**config.mk**
```make
export PLATFORM = sky130hd
export DESIGN_NAME = hazard_stall_unit_flat
export DESIGN_NICKNAME = d
export VERILOG_FILES = /design/src/rtl/hazard_stall_unit_pkg.sv /design/src/rtl/hazard_stall_unit_if.sv /design/src/rtl/hazard_match.sv /design/src/rtl/hazard_stall_unit.sv /design/src/flat_wrapper.sv
export SDC_FILE = /design/constraint.sdc
export NUM_CORES = 1
export LEC_CHECK = 0
export ABC_AREA = 1
export CAP_MARGIN = 20
export CORE_ASPECT_RATIO = 1.25
export CORE_MARGIN = 3
export CORE_UTILIZATION = 57
export CTS_CLUSTER_DIAMETER = 30
export DETAILED_ROUTE_END_ITERATION = 8
export DONT_BUFFER_PORTS = 1
export GPL_TIMING_DRIVEN = 0
export PLACE_DENSITY = 0.77
export SYNTH_ARGS = -nofsm -noshare
export SYNTH_HDL_FRONTEND = slang
export SYNTH_SLANG_ARGS = --single-unit
```
**constraint.sdc**
```tcl
create_clock -name clk -period 1.3 [get_ports clk]
set_input_delay 0.26 -clock clk [delete_from_list [all_inputs] [get_ports clk]]
set_output_delay 0.26 -clock clk [all_outputs]
set_load 0.05 [all_outputs]
```
**src/rtl/hazard_stall_unit_pkg.sv**
```systemverilog
// ============================================================================
// Module   : hazard_stall_unit_pkg
// Purpose  : Shared types and constants for the hazard/stall unit.
// Revision : 1.0 - initial release
// ============================================================================
`default_nettype none

package hazard_stall_unit_pkg;

  localparam int REGW_DEF = 5;
  // Entries store register numbers at this width; REGW must not exceed it.
  localparam int REGW_MAX = 8;

  localparam logic [REGW_MAX-1:0] REG_ZERO = '0;

  typedef struct packed {
    logic                valid;
    logic [REGW_MAX-1:0] wr_reg;
    logic                is_load;
  } sb_entry_t;

  localparam sb_entry_t SB_EMPTY = '0;

endpackage

`default_nettype wire

```
**src/rtl/hazard_stall_unit_if.sv**
```systemverilog
// ============================================================================
// Module   : hazard_stall_unit_if
// Purpose  : ID-stage information in, stall/bubble/counter out.
// Revision : 1.0 - initial release
// ============================================================================
`default_nettype none

interface hazard_stall_unit_if #(
  parameter int REGW = hazard_stall_unit_pkg::REGW_DEF,
  parameter int CNTW = 16
);
  logic            id_valid;
  logic            id_r1_used;
  logic            id_r2_used;
  logic [REGW-1:0] id_rs;
  logic [REGW-1:0] id_rt;
  logic            id_wr_en;
  logic [REGW-1:0] id_wr_reg;
  logic            id_is_load;
  logic            flush;
  logic            stall;
  logic            bubble;
  logic [CNTW-1:0] stall_cnt;

  modport master (
    output id_valid, id_r1_used, id_r2_used, id_rs, id_rt,
           id_wr_en, id_wr_reg, id_is_load, flush,
    input  stall, bubble, stall_cnt
  );

  modport slave (
    input  id_valid, id_r1_used, id_r2_used, id_rs, id_rt,
           id_wr_en, id_wr_reg, id_is_load, flush,
    output stall, bubble, stall_cnt
  );
endinterface

`default_nettype wire

```
**src/rtl/hazard_match.sv**
```systemverilog
// ============================================================================
// Module   : hazard_match
// Purpose  : Source-register match of the ID instruction against one entry.
// Revision : 1.0 - initial release
// ============================================================================
`default_nettype none

module hazard_match
  import hazard_stall_unit_pkg::*;
(
  input  logic                id_valid_i,
  input  logic                r1_used_i,
  input  logic                r2_used_i,
  input  logic [REGW_MAX-1:0] rs_i,
  input  logic [REGW_MAX-1:0] rt_i,
  input  sb_entry_t           ent_i,
  output logic                match_o,
  output logic                load_match_o
);

  logic w_rs_hit;
  logic w_rt_hit;

  assign w_rs_hit     = r1_used_i & (rs_i == ent_i.wr_reg);
  assign w_rt_hit     = r2_used_i & (rt_i == ent_i.wr_reg);
  assign match_o      = id_valid_i & ent_i.valid & (w_rs_hit | w_rt_hit);
  assign load_match_o = match_o & ent_i.is_load;

endmodule

`default_nettype wire

```
**src/rtl/hazard_stall_unit.sv**
```systemverilog
// ============================================================================
// Module   : hazard_stall_unit
// Purpose  : EX/MEM in-flight scoreboard producing stall, bubble and a
//            saturating stall counter. Macro HAZARD_FORWARD_EN limits
//            stalls to the load-use case (ALU results forwarded).
// Revision : 1.0 - initial release
// ============================================================================
`default_nettype none

module hazard_stall_unit
  import hazard_stall_unit_pkg::*;
#(
  parameter int REGW = REGW_DEF,
  parameter int CNTW = 16
) (
  input  logic                 clk,
  input  logic                 rst_n,
  hazard_stall_unit_if.slave   bus
);

  sb_entry_t           ex_q, ex_d;
  sb_entry_t           mem_q, mem_d;
  sb_entry_t           w_id_ent;
  logic [CNTW-1:0]     cnt_q, cnt_d;
  logic [REGW_MAX-1:0] w_rs, w_rt;
  logic                w_ex_match, w_ex_ld;
  logic                w_mem_match, w_mem_ld;
  logic                w_hazard, w_stall, w_bubble;
  logic                unused_ok;

  assign w_rs = REGW_MAX'(bus.id_rs);
  assign w_rt = REGW_MAX'(bus.id_rt);

  // $0 is hard-wired, so writes to it never produce a dependency.
  always_comb begin
    w_id_ent         = SB_EMPTY;
    w_id_ent.wr_reg  = REGW_MAX'(bus.id_wr_reg);
    w_id_ent.is_load = bus.id_is_load;
    w_id_ent.valid   = bus.id_valid & bus.id_wr_en &
                       (REGW_MAX'(bus.id_wr_reg) != REG_ZERO);
  end

  hazard_match u_match_ex (
    .id_valid_i   (bus.id_valid),
    .r1_used_i    (bus.id_r1_used),
    .r2_used_i    (bus.id_r2_used),
    .rs_i         (w_rs),
    .rt_i         (w_rt),
    .ent_i        (ex_q),
    .match_o      (w_ex_match),
    .load_match_o (w_ex_ld)
  );

  hazard_match u_match_mem (
    .id_valid_i   (bus.id_valid),
    .r1_used_i    (bus.id_r1_used),
    .r2_used_i    (bus.id_r2_used),
    .rs_i         (w_rs),
    .rt_i         (w_rt),
    .ent_i        (mem_q),
    .match_o      (w_mem_match),
    .load_match_o (w_mem_ld)
  );

`ifdef HAZARD_FORWARD_EN
  assign w_hazard  = w_ex_ld;
  assign unused_ok = &{1'b0, w_ex_match, w_mem_match, w_mem_ld};
`else
  assign w_hazard  = w_ex_match | w_mem_match;
  assign unused_ok = &{1'b0, w_ex_ld, w_mem_ld};
`endif

  // A resolved branch kills the ID instruction, so its hazard is moot.
  assign w_stall  = w_hazard & ~bus.flush;
  assign w_bubble = w_stall | bus.flush;

  always_comb begin
    ex_d  = w_bubble ? SB_EMPTY : w_id_ent;
    mem_d = ex_q;
    cnt_d = cnt_q;
    if (w_stall && !(&cnt_q)) begin
      cnt_d = cnt_q + CNTW'(1);
    end
  end

  always_ff @(posedge clk or negedge rst_n) begin
    if (!rst_n) begin
      ex_q  <= SB_EMPTY;
      mem_q <= SB_EMPTY;
      cnt_q <= '0;
    end else begin
      ex_q  <= ex_d;
      mem_q <= mem_d;
      cnt_q <= cnt_d;
    end
  end

  assign bus.stall     = w_stall;
  assign bus.bubble    = w_bubble;
  assign bus.stall_cnt = cnt_q;

endmodule

`default_nettype wire

```
**src/flat_wrapper.sv**
```systemverilog
// flat-port wrapper written by rule: the top's interface ports become plain ports
module hazard_stall_unit_flat import hazard_stall_unit_pkg::*;
#(
  parameter int REGW = REGW_DEF,
  parameter int CNTW = 16
)
  (clk, rst_n, bus_id_valid, bus_id_r1_used, bus_id_r2_used, bus_id_rs, bus_id_rt, bus_id_wr_en, bus_id_wr_reg, bus_id_is_load, bus_flush, bus_stall, bus_bubble, bus_stall_cnt);
  hazard_stall_unit_if #(.REGW(REGW), .CNTW(CNTW)) bus_i ();
  input  logic clk;
  input  logic rst_n;
  input wire logic [$bits(bus_i.id_valid)-1:0] bus_id_valid;
  input wire logic [$bits(bus_i.id_r1_used)-1:0] bus_id_r1_used;
  input wire logic [$bits(bus_i.id_r2_used)-1:0] bus_id_r2_used;
  input wire logic [$bits(bus_i.id_rs)-1:0] bus_id_rs;
  input wire logic [$bits(bus_i.id_rt)-1:0] bus_id_rt;
  input wire logic [$bits(bus_i.id_wr_en)-1:0] bus_id_wr_en;
  input wire logic [$bits(bus_i.id_wr_reg)-1:0] bus_id_wr_reg;
  input wire logic [$bits(bus_i.id_is_load)-1:0] bus_id_is_load;
  input wire logic [$bits(bus_i.flush)-1:0] bus_flush;
  output wire logic [$bits(bus_i.stall)-1:0] bus_stall;
  output wire logic [$bits(bus_i.bubble)-1:0] bus_bubble;
  output wire logic [$bits(bus_i.stall_cnt)-1:0] bus_stall_cnt;
  assign bus_i.id_valid = bus_id_valid;
  assign bus_i.id_r1_used = bus_id_r1_used;
  assign bus_i.id_r2_used = bus_id_r2_used;
  assign bus_i.id_rs = bus_id_rs;
  assign bus_i.id_rt = bus_id_rt;
  assign bus_i.id_wr_en = bus_id_wr_en;
  assign bus_i.id_wr_reg = bus_id_wr_reg;
  assign bus_i.id_is_load = bus_id_is_load;
  assign bus_i.flush = bus_flush;
  assign bus_stall = bus_i.stall;
  assign bus_bubble = bus_i.bubble;
  assign bus_stall_cnt = bus_i.stall_cnt;
  hazard_stall_unit #(.REGW(REGW), .CNTW(CNTW)) u_core (.clk(clk), .rst_n(rst_n), .bus(bus_i));
endmodule
```
==> results_dict.tcl, run 1 <==
# flow metrics
set metrics [dict create \
    lay_top_count "nand2_1" \
    synth_flop_count 28 \
    core_mm2 0.00297 \
    area_growth_pct 20.4 \
    finalNetCount 301 \
    slew_headroom_pct 73.2 \
    path_depth 11 \
    crit_fanout 4 \
    end_kind "output pin" \
    postSynthAreaPerCell_um2 6.89 \
    ant_nets 0 \
    grt_max_degree 29 \
    rsz0062_at_grt "true" \
    drt-vias-per-instance 5.18 \
    period_used_pct 153 \
    critPathKind "reg -> out" \
    cts_root_buffer "clkbuf_4" \
    ys_area_mm2 0.00180 \
    drv_cap 0 \
    ios 41 \
    skew_ns 0.00289 \
    antenna_found_initial 0 \
    failed_checks "setup timing" \
    synth_nets 285 \
    drt_iter0_markers 85 \
    reg2reg_to "u_core.bus.stall_cnt[11]" \
    synth.distinct_cells 21 \
    holdWs_ns 0.0289 \
    drive_gt1_share_pct 27.5 \
    yosys_warnings 0 \
    hold_start "bus_id_wr_reg[4]" \
    peakVddDrop_mv 0.538 \
    ys_cells 261 \
    yosys.stat.seqShare_pct 39.0 \
    cp_slowest_cell "dfrtp_1" \
    gr-total-overflow 0 \
    dr.pass1.iters 4 \
    antenna_cells 0 \
    syn-cell-area_mm2 0.00180 \
    reg2reg_from "u_core.bus.stall_cnt[1]" \
    status "finished with violations" \
    reg2reg_depth 8 \
    cp_data_required_time_ns 1.04 \
    max_freq_mhz 504 \
    top_cell "nand2_1" \
    grtUsageTotal_pct 20.7 \
    crit_start "u_core.ex_q[5]" \
    crit_path_end "bus_stall" \
    min_period_ns 1.98 \
    edf_count 0 \
    cp-start-kind "register" \
    chipWidth_um 56.2 \
    common_cells "nand2_1 (107), inv_1 (31), nor2_1 (30)" \
    wl_per_cell_um 12.7 \
    hpwl_um 2910 \
    core_util_floorplan_pct 60.5 \
    setup_slack_ns -0.683 \
    max_stage_delay_ns 0.43 \
    synthTopCellsByArea "dfrtp_1 (39%), nand2_1 (22%), inv_1 (6.5%), nor2_1 (6.3%), nand4_1 (5.9%)" \
    grt_pass1_wl_um 6210 \
    worst_ep_arrival_time_ns 1.72 \
    leakage_nw 1.10 \
    crit_chain "inv_2, nand2_2, nand2_1, nor2_1, nand3_1, nand2_1, nand2_2, nand2_4, buf_6, inv_8, nor2_4" \
    ys.flop_type "dfrtp_1" \
    reg2reg_slack_ns -0.40 \
    setup_tns_ns -8.83 \
    htreeDepth 1 \
    grt_pass1_vias 1485 \
    cp.buffers_inverters 3 \
    post-route-drc-count 0 \
    drv_slew 0 \
    num_rows 22 \
    clock_tree.buffer_depth 2 \
    synth.top_cell.area_share_pct 39.0 \
    cts_buffers 3 \
    top_area_cell "dfrtp_1" \
    critical-path-top-delay-family "simple AND/OR/NAND/NOR gates" \
    synth-async-reset-ratio_pct 100 \
    die_h_um 68.8 \
    worstHoldPathCells 2 \
    finalHoldViolations 0 \
    tritoncts "yes" \
    cts.clk_slew.worst_paths_ns 0.14 \
    power_density_mw_per_mm2 717 \
    hold_path.class "in -> reg" \
    numClockSinks 28 \
    postSynthCellCount 261 \
    worst_pin_slew_ns 0.397 \
    tool_warnings 30 \
    die-area_mm2 0.00387 \
    gp_congestion 0.898 \
    setup_viol 24 \
    numPortBuffers 0 \
    most-common-layout-cells "nand2_1 (94), inv_1 (27), nor2_1 (25)" \
    clk_latency_ns 0.32 \
    hold_end "u_core.ex_q[5]" \
]
-- run 1: timing repair --
item / CTS / global route
setup endpoints to repair: 28 / 25
pin swaps: 11 / 17
gates resized: 11 / 30
cloned: 1 / 0
hold endpoints to repair: 28 / 0
hold buffers: 2 / 0
buffers inserted: 4 / 6
-- run 1: power by group --
part	switching, mW	total (mW)	internal (mW)
Sequential	0.0496	0.949	0.899
Clock	0.248	0.419	0.171
Combinational	0.118	0.185	0.0666
Total	0.416	1.55	1.14
-- run 1: stage by stage --
stage,setup slack [ns],power [mW],cell area [um2],std cells
detailed placement,-0.458,1.11,1910,297
floorplan,-0.258,1.08,1870,261
global route,-0.869,1.63,2160,312
global placement,-0.431,1.11,1910,297
CTS,-0.699,1.56,2040,308
finish,-0.683,1.55,2160,312
-- run 1: flip-flops by register name, indices dropped and copies added, names as in the netlist --
name	cells
u_core.bus.stall_cnt	16
u_core.ex_q	6
u_core.mem_q	6
-- run 1: logic make-up after synthesis --
kind of cell / synth area share (%)
AND/OR/NAND/NOR: 44.1
buffers and inverters: 9.60
AND-OR/OR-AND: 0.765
adder cells (fa/ha/maj): 0.696
XOR/XNOR: 5.85
flip-flops: 39.0
-- run 1: cell type report --
class	count	area (um2)
timing repair buffer	11	113
inverter	34	135
sequential	28	728
fill	242	808
clock buffer	4	36.3
multi-input combinational	193	1050
buffer	6	58.8
tap	36	45.0
-- run 1: per-layer routing --
layer / part of all wire (%) / up-vias / GRT usage, %
met3: 4.4 / 7 / 3.54
met1: 40 / 731 / 21.5
met4: 2.2 / 0 / 8.90
met2: 54 / 36 / 41.1
met5: 0 / - / 0
li1: - / 842 / -
Fig. 1: run 1, sequential cells coloured by netlist name
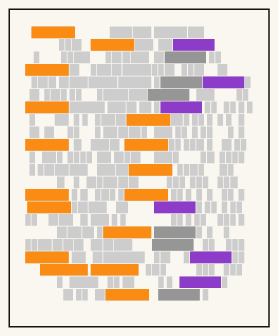
legend:
  `u_core.mem_q`:
    colour: purple
    sequential_cells: 6
  `u_core.bus.stall_cnt`:
    colour: orange
    sequential_cells: 16
fin util: 72.8%
register area: 728 um2
sequential power: 949 uW
Seq/total area: 33.6%

Fig. 2: run 1, metal layers overlaid
Only two layers are drawn.
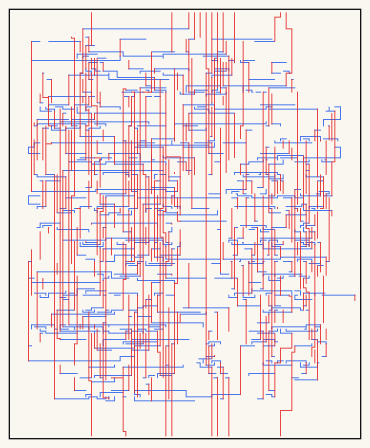
legend:
  met1:
    colour: blue
    wire_length: 1580 um
  met2:
    colour: red
    wire_length: 2130 um
vias post-DR: 1616
final wirelength: 3970 um

Fig. 3: run 1, supply network
The bar under the picture is 20 um long. Pins as bars on the die edge. Tap cells in grey.
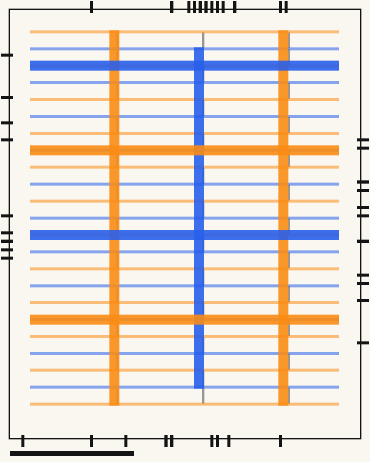
legend:
  VDD:
    colour: blue
  VSS:
    colour: orange
rows: 22
signal pins: 41
met5 straps: 4
tap cells: 36
met4 straps: 3

Fig. 4: run 1, a small window of the routed layout
Region (30, 5) to (55, 30) um. Cells in grey, sequential cells in the stronger grey; small squares are vias.
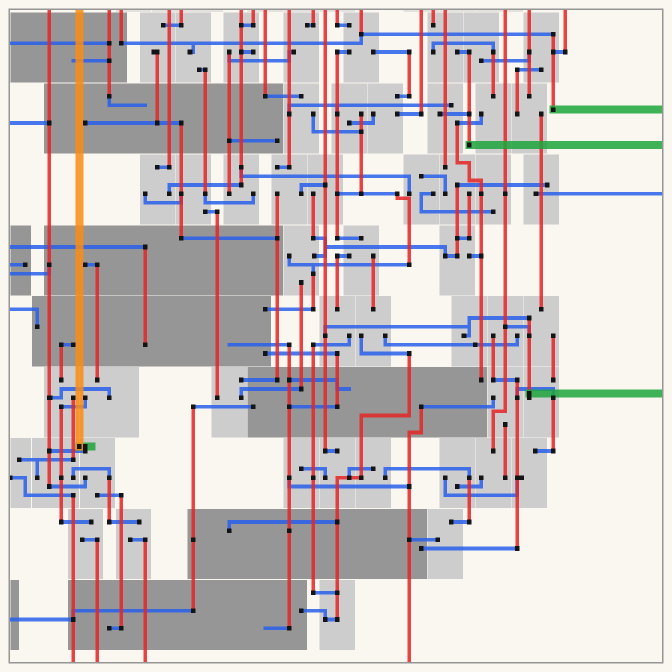
legend:
  met1:
    colour: blue
  met3:
    colour: green
  met2:
    colour: red
  met4:
    colour: orange
netlist names of flops here include: `u_core.ex_q` (3), `u_core.mem_q` (3)
cells with their middle in the window: 55
most frequent: nand2_1 (24), inv_1 (11), nor2_1 (10)
sequential cells in the window: 6

==> run 2: changes to the inputs <==
Settings changed: CTS_CLUSTER_SIZE from default to 24, TNS_END_PERCENT from default to 50.
==> run 2 against run 1 <==
The flow still finishes with violations (setup timing). Non-clock buffer count rose by 1. Critical path depth fell by 1. Synthesized cell count stayed put. Hold slack worse by 0.024 ns. Routed wire length increased by 5.1%. Global-route usage rose by 1.5 points. Core utilization down 1.4 points. Sequential share of layout area grew 0.42 points. Count of clock-buffer cells in the layout unchanged. Largest cell class unchanged. Highest routed layer unchanged.
==> results_dict.tcl, run 2 <==
# flow metrics
set metrics [dict create \
    status "finished with violations" \
    failed_checks "setup timing" \
    crit_path_end "bus_stall" \
    crit_fanout 4 \
    cp-start-kind "register" \
    placed_cell_area_mm2 0.00191 \
    ys_area_mm2 0.00180 \
    p_switching_uw 436 \
    htreeDepth 1 \
    tool_warnings 30 \
    grt_pass1_wl_um 6660 \
    synth_nets 285 \
    drive_gt1_share_pct 25.6 \
    worstHoldPathCells 2 \
    synth.distinct_cells 21 \
    reg2reg_to "u_core.bus.stall_cnt[2]" \
    ant_nets 0 \
    reg2reg_depth 8 \
    lay_top_count "nand2_1" \
    numPortBuffers 0 \
    core_util_floorplan_pct 60.5 \
    setup_slack_ns -0.732 \
    hold_end "u_core.ex_q[5]" \
    peakVddDrop_mv 0.587 \
    drt_iter0_markers 76 \
    top_cell "nand2_1" \
    ios 41 \
    postSynthAreaPerCell_um2 6.89 \
    top_area_cell "dfrtp_1" \
    common_cells "nand2_1 (107), inv_1 (31), nor2_1 (30)" \
    fillCellCount 244 \
    skew_ns 0.00775 \
    reg2reg_slack_ns -0.42 \
    rsz0062_at_grt "true" \
    worst_ep_arrival_time_ns 1.77 \
    antenna_cells 0 \
    power_density_mw_per_mm2 739 \
    grt_max_degree 29 \
    ctsHoldBuffers 2 \
    min_period_ns 2.03 \
    post-cts-setup-buffers 6 \
    numClockSinks 28 \
    p_int_mw 1.13 \
    yosys.stat.seqShare_pct 39.0 \
    p_seq_share_pct 60.2 \
    swShare_pct 27.8 \
    num_rows 22 \
    critPathKind "reg -> out" \
    die_h_um 68.8 \
    core_mm2 0.00297 \
    ys_cells 261 \
    clock_tree.buffer_depth 2 \
    most-common-layout-cells "nand2_1 (99), inv_1 (27), nor2_1 (26)" \
    chipWidth_um 56.2 \
    finalPower_mw 1.57 \
    finalNetCount 302 \
    drt-vias-per-instance 5.34 \
    dr.pass1.iters 4 \
    cts_buffers 3 \
    clk_latency_ns 0.34 \
    cts.clk_slew.worst_paths_ns 0.15 \
    reg2reg_from "u_core.bus.stall_cnt[0]" \
    synth-async-reset-ratio_pct 100 \
    largest_reg_flops 16 \
    max_freq_mhz 492 \
    synth.top_cell.area_share_pct 39.0 \
    yosys_warnings 0 \
    slew_headroom_pct 73.9 \
    p_comb_share_pct 12.0 \
    power_frac_clock_pct 27.8 \
    drv_cap 0 \
    grt_pass1_vias 1581 \
    antenna_found_initial 0 \
    cp_data_required_time_ns 1.04 \
    cts_root_buffer "clkbuf_4" \
    end_kind "output pin" \
    synth_flop_count 28 \
    area_growth_pct 18.1 \
    gr-total-overflow 0 \
    crit_start "u_core.ex_q[2]" \
    syn-cell-area_mm2 0.00180 \
    drv_slew 0 \
    post-route-drc-count 0 \
    hpwl_um 2950 \
    ys.flop_type "dfrtp_1" \
    finalHoldViolations 0 \
    worst_pin_slew_ns 0.391 \
    logic_area_mm2 0.00102 \
    synthTopCellsByArea "dfrtp_1 (39%), nand2_1 (22%), inv_1 (6.5%), nor2_1 (6.3%), nand4_1 (5.9%)" \
    gp_congestion 0.895 \
    setup_viol 24 \
    die-area_mm2 0.00387 \
    period_used_pct 156 \
    edf_count 0 \
    hold_path.class "in -> reg" \
    cts_resized 12 \
    tritoncts "yes" \
    leakage_nw 1.09 \
    hold_start "bus_id_wr_reg[4]" \
    postSynthCellCount 261 \
    wirelength_um 4170 \
    fin_area_mm2 0.00212 \
]
-- run 2: cell counts after synthesis --
No cell type changed its count.
-- run 2: critical path, stage by stage (launching register included) --
cell and delay (ns):
dfrtp_1 0.44, nand2_1 0.08, nand2_1 0.06, nor2_2 0.13
nand3_2 0.10, nand2_2 0.09, nand2_2 0.05, nand2_2 0.07
buf_6 0.11, inv_4 0.04, nor2_4 0.28
-- run 2: power groups by stage --
stage	Clock [mW]	Combinational (mW)	Sequential, mW
after floorplan	0	0.124	0.955
after global placement	0	0.145	0.960
after detailed placement	0	0.150	0.961
after CTS	0.437	0.180	0.944
after global routing	0.471	0.217	0.951
final	0.436	0.188	0.945
-- run 2: stage by stage --
stage          TNS (ns)  util (%)  setup slack (ns)  std cells  hold slack [ns]
2_1_floorplan     -4.31         -            -0.258        261          -0.0356
3_3_place_gp      -8.67      64.4            -0.431        297          -0.0351
3_5_place_dp      -8.94      64.4            -0.453        297          -0.0351
4_1_cts           -8.80      69.3            -0.702        310           0.0162
5_1_grt          -11.93      71.4            -0.904        313           0.0170
6_report          -8.90      71.4            -0.732        313          0.00523
-- run 2: cell families after synthesis --
group / after synthesis / share of synthesized area, %
compound gates: 2 / 0.765
simple gates: 178 / 44.1
xor+xnor: 12 / 5.85
buf+inv: 40 / 9.60
flops: 28 / 39.0
fa+ha+maj: 1 / 0.696
-- run 2: routing by layer --
layer	global-route usage, %	up-vias	routed length [um]
met3	3.91	11	227
met5	0	-	0
met2	40.8	43	2180
met1	24.6	777	1620
met4	11.9	0	140
li1	-	841	-
-- run 2: final cells by class --
cell class,instances,area share [%]
timing repair buffer,12,5.19
inverter,34,6.13
multi-input combinational,193,48.0
tap,36,2.12
clock buffer,4,1.71
sequential,28,34.1
buffer,6,2.77
Fig. 5: run 2, a small window of the routed layout
Region (30, 5) to (55, 30) um. Cells in grey, sequential cells in the stronger grey; small squares are vias.
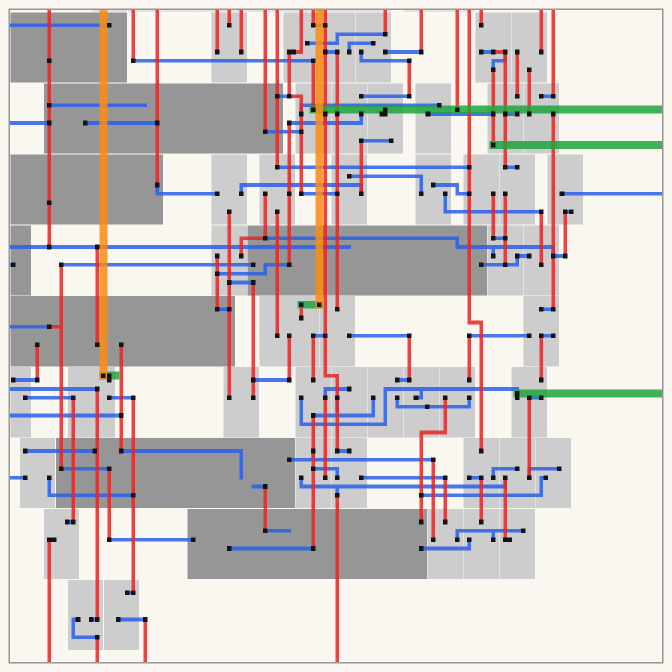
legend:
  met4:
    colour: orange
  met1:
    colour: blue
  met3:
    colour: green
  met2:
    colour: red
most frequent: nand2_1 (23), inv_1 (10), nor2_1 (9)
netlist names of flops here include: `u_core.ex_q` (3), `u_core.mem_q` (3)
sequential cells in the window: 6
cells with their middle in the window: 52

Fig. 6: run 2, metal layers overlaid
Only two layers are drawn.
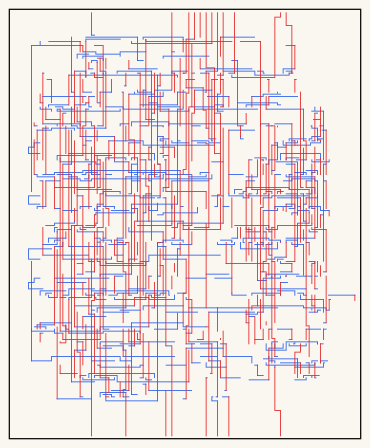
legend:
  met1:
    colour: blue
    wire_length: 1620 um
  met2:
    colour: red
    wire_length: 2180 um
vias post-DR: 1672
Wirelength per Cell: 13.3 um
GRT Total Usage: 22.2%

Fig. 7: run 2, sequential cells coloured by netlist name
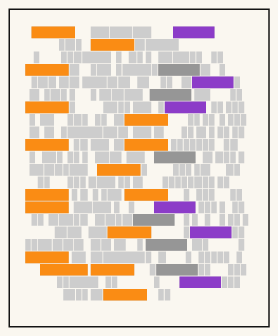
sequential power: 945 uW
register area: 723 um2
fin util: 71.4%

==> run 3: changes to the inputs <==
Settings changed: TNS_END_PERCENT 50 to default.
==> run 3 against run 2 <==
The flow still finishes with violations (setup timing). Count of clock-buffer cells in the layout did not move. Largest power group unchanged. Sequential power increased by 0.4%. Cell area up 1.9%.
==> results_dict.tcl, run 3 <==
# flow metrics
set metrics [dict create \
    setup_tns_ns -8.83 \
    core_util_floorplan_pct 60.5 \
    synth.distinct_cells 21 \
    htreeDepth 1 \
    cts_buffers 3 \
    placed_cell_area_mm2 0.00191 \
    num_tap_cells 36 \
    hold_path.class "in -> reg" \
    syn-cell-area_mm2 0.00180 \
    clkbuf_count 4 \
    place_inst 297 \
    yosys.stat.seqShare_pct 39.0 \
    cts_root_buffer "clkbuf_4" \
    period_used_pct 153 \
    most-common-layout-cells "nand2_1 (94), inv_1 (27), nor2_1 (25)" \
    postSynthCellCount 261 \
    hpwl_um 2910 \
    tritoncts "yes" \
    logic_area_mm2 0.00105 \
    antenna_found_initial 0 \
    largest_reg_flops 16 \
    power_density_mw_per_mm2 717 \
    leakage_nw 1.10 \
    holdWs_ns 0.0289 \
    seq_share_pct 33.6 \
    power_frac_clock_pct 27.0 \
    dr.pass1.iters 4 \
    setup_viol 24 \
    grt_pass1_vias 1485 \
    peakVddDrop_mv 0.538 \
    drv_cap 0 \
    compound_area_share_pct 0.765 \
    slew_headroom_pct 73.2 \
    cp-start-kind "register" \
    crit_fanout 4 \
    drive_gt1_share_pct 27.5 \
    fin_area_mm2 0.00216 \
    setup_slack_ns -0.683 \
    finalNonFillerCells 312 \
    area_growth_pct 20.4 \
    place_ws_ns -0.458 \
    inverters 34 \
    synthMuxAreaShare_pct 0 \
    tool_warnings 30 \
    p_int_mw 1.14 \
    fillCellCount 242 \
    synth_flop_count 28 \
    core_mm2 0.00297 \
    status "finished with violations" \
    end_kind "output pin" \
    rsz0062_at_grt "true" \
    drt-vias-per-instance 5.18 \
    buffer_area_share_pct 7.92 \
    p_switching_uw 416 \
    failed_checks "setup timing" \
    grtUsageTotal_pct 20.7 \
    clk_latency_ns 0.32 \
    skew_ns 0.00289 \
    common_cells "nand2_1 (107), inv_1 (31), nor2_1 (30)" \
    die-area_mm2 0.00387 \
    min_period_ns 1.98 \
    num-multi-input-gates 193 \
    clk_share_pct 1.68 \
    grt_pass1_wl_um 6210 \
    synthTopCellsByArea "dfrtp_1 (39%), nand2_1 (22%), inv_1 (6.5%), nor2_1 (6.3%), nand4_1 (5.9%)" \
    drt_iter0_markers 85 \
    finalNetCount 301 \
    buffers 17 \
    top_logic_kind "simple AND/OR/NAND/NOR gates" \
    chipWidth_um 56.2 \
    swShare_pct 26.8 \
]
## run 3: cell counts after synthesis
Identical to the previous run, type by type.
## run 3: what timing repair did
action / CTS / global route
gates cloned: 1 / 0
setup buffers: 4 / 6
hold buffers: 2 / 0
setup endpoints to repair: 28 / 25
gates resized: 11 / 30
hold endpoints to repair: 28 / 0
pin swaps: 11 / 17
## run 3: final timing paths
path / startpoint / slack, ns / endpoint / depth (start not counted)
min in group asynchronous: rst_n / 0.35 / u_core.bus.stall_cnt[9] / 2
max in group asynchronous: rst_n / 0.78 / u_core.bus.stall_cnt[0] / 2
worst min-delay path: bus_id_wr_reg[4] / 0.03 / u_core.ex_q[5] / 2
worst max register to register: u_core.bus.stall_cnt[1] / -0.40 / u_core.bus.stall_cnt[11] / 8
worst max-delay path: u_core.ex_q[5] / -0.68 / bus_stall / 11
worst min register to register: u_core.ex_q[9] / 0.40 / u_core.mem_q[9] / 0
## run 3: per-layer routing
metal  wire length, um  vias up  track usage [%]
met5                 0        -                0
met4                86        0             8.90
met3               174        7             3.54
met2              2130       36             41.1
met1              1580      731             21.5
li1                  -      842                -
## run 3: worst max-delay path, stage by stage, from the launching register on
cell,delay [ns]
dfrtp_1,0.43
inv_2,0.06
nand2_2,0.05
nand2_1,0.04
nor2_1,0.10
nand3_1,0.07
nand2_1,0.09
nand2_2,0.06
nand2_4,0.06
buf_6,0.12
inv_8,0.03
nor2_4,0.28
## run 3: power groups by stage
stage                     clock [mW]  combinational (mW)  sequential [mW]
after floorplan                    0               0.124            0.956
after global placement             0               0.145            0.961
after detailed placement           0               0.149            0.962
after CTS                      0.431               0.178            0.945
after global routing           0.463               0.214            0.954
final                          0.419               0.185            0.949
Fig. 8: run 3, sequential cells coloured by netlist name
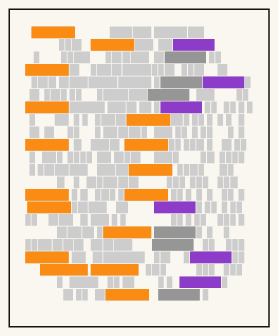
fin util: 72.8%
sequential power: 949 uW
register area: 728 um2

Fig. 9: run 3, a small window of the routed layout
Region (30, 5) to (55, 30) um. Cells in grey, sequential cells in the stronger grey; small squares are vias.
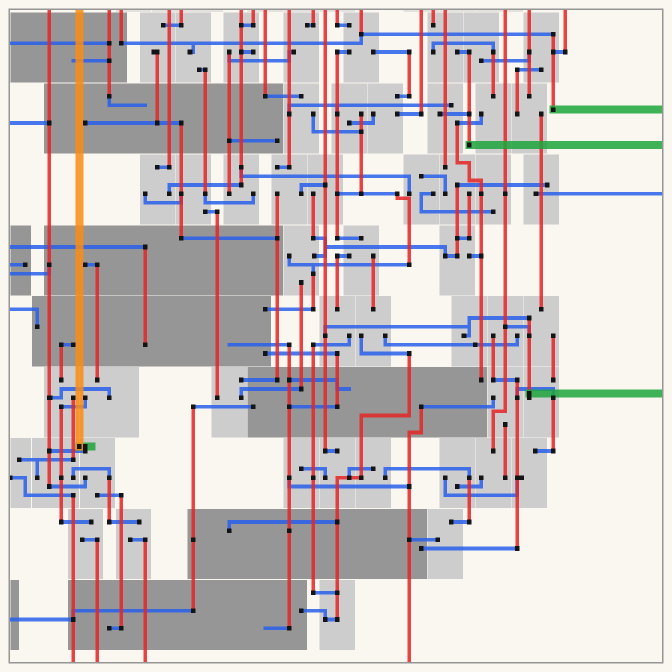
legend:
  met4:
    colour: orange
  met3:
    colour: green
  met1:
    colour: blue
  met2:
    colour: red
netlist names of flops here include: `u_core.ex_q` (3), `u_core.mem_q` (3)
cells with their middle in the window: 55
most frequent: nand2_1 (24), inv_1 (11), nor2_1 (10)
sequential cells in the window: 6

Fig. 10: run 3, congestion heat map
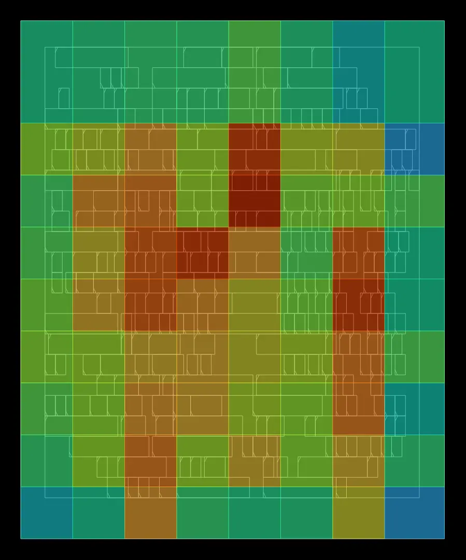
met3 Track Usage GR: 3.54%
met1 capacity usage during global routing: 21.5%
met2 Usage GRT: 41.1%
Wirelength per Cell: 12.7 um
busiest grt layer: met2

Power and IR drop assume default switching activity.
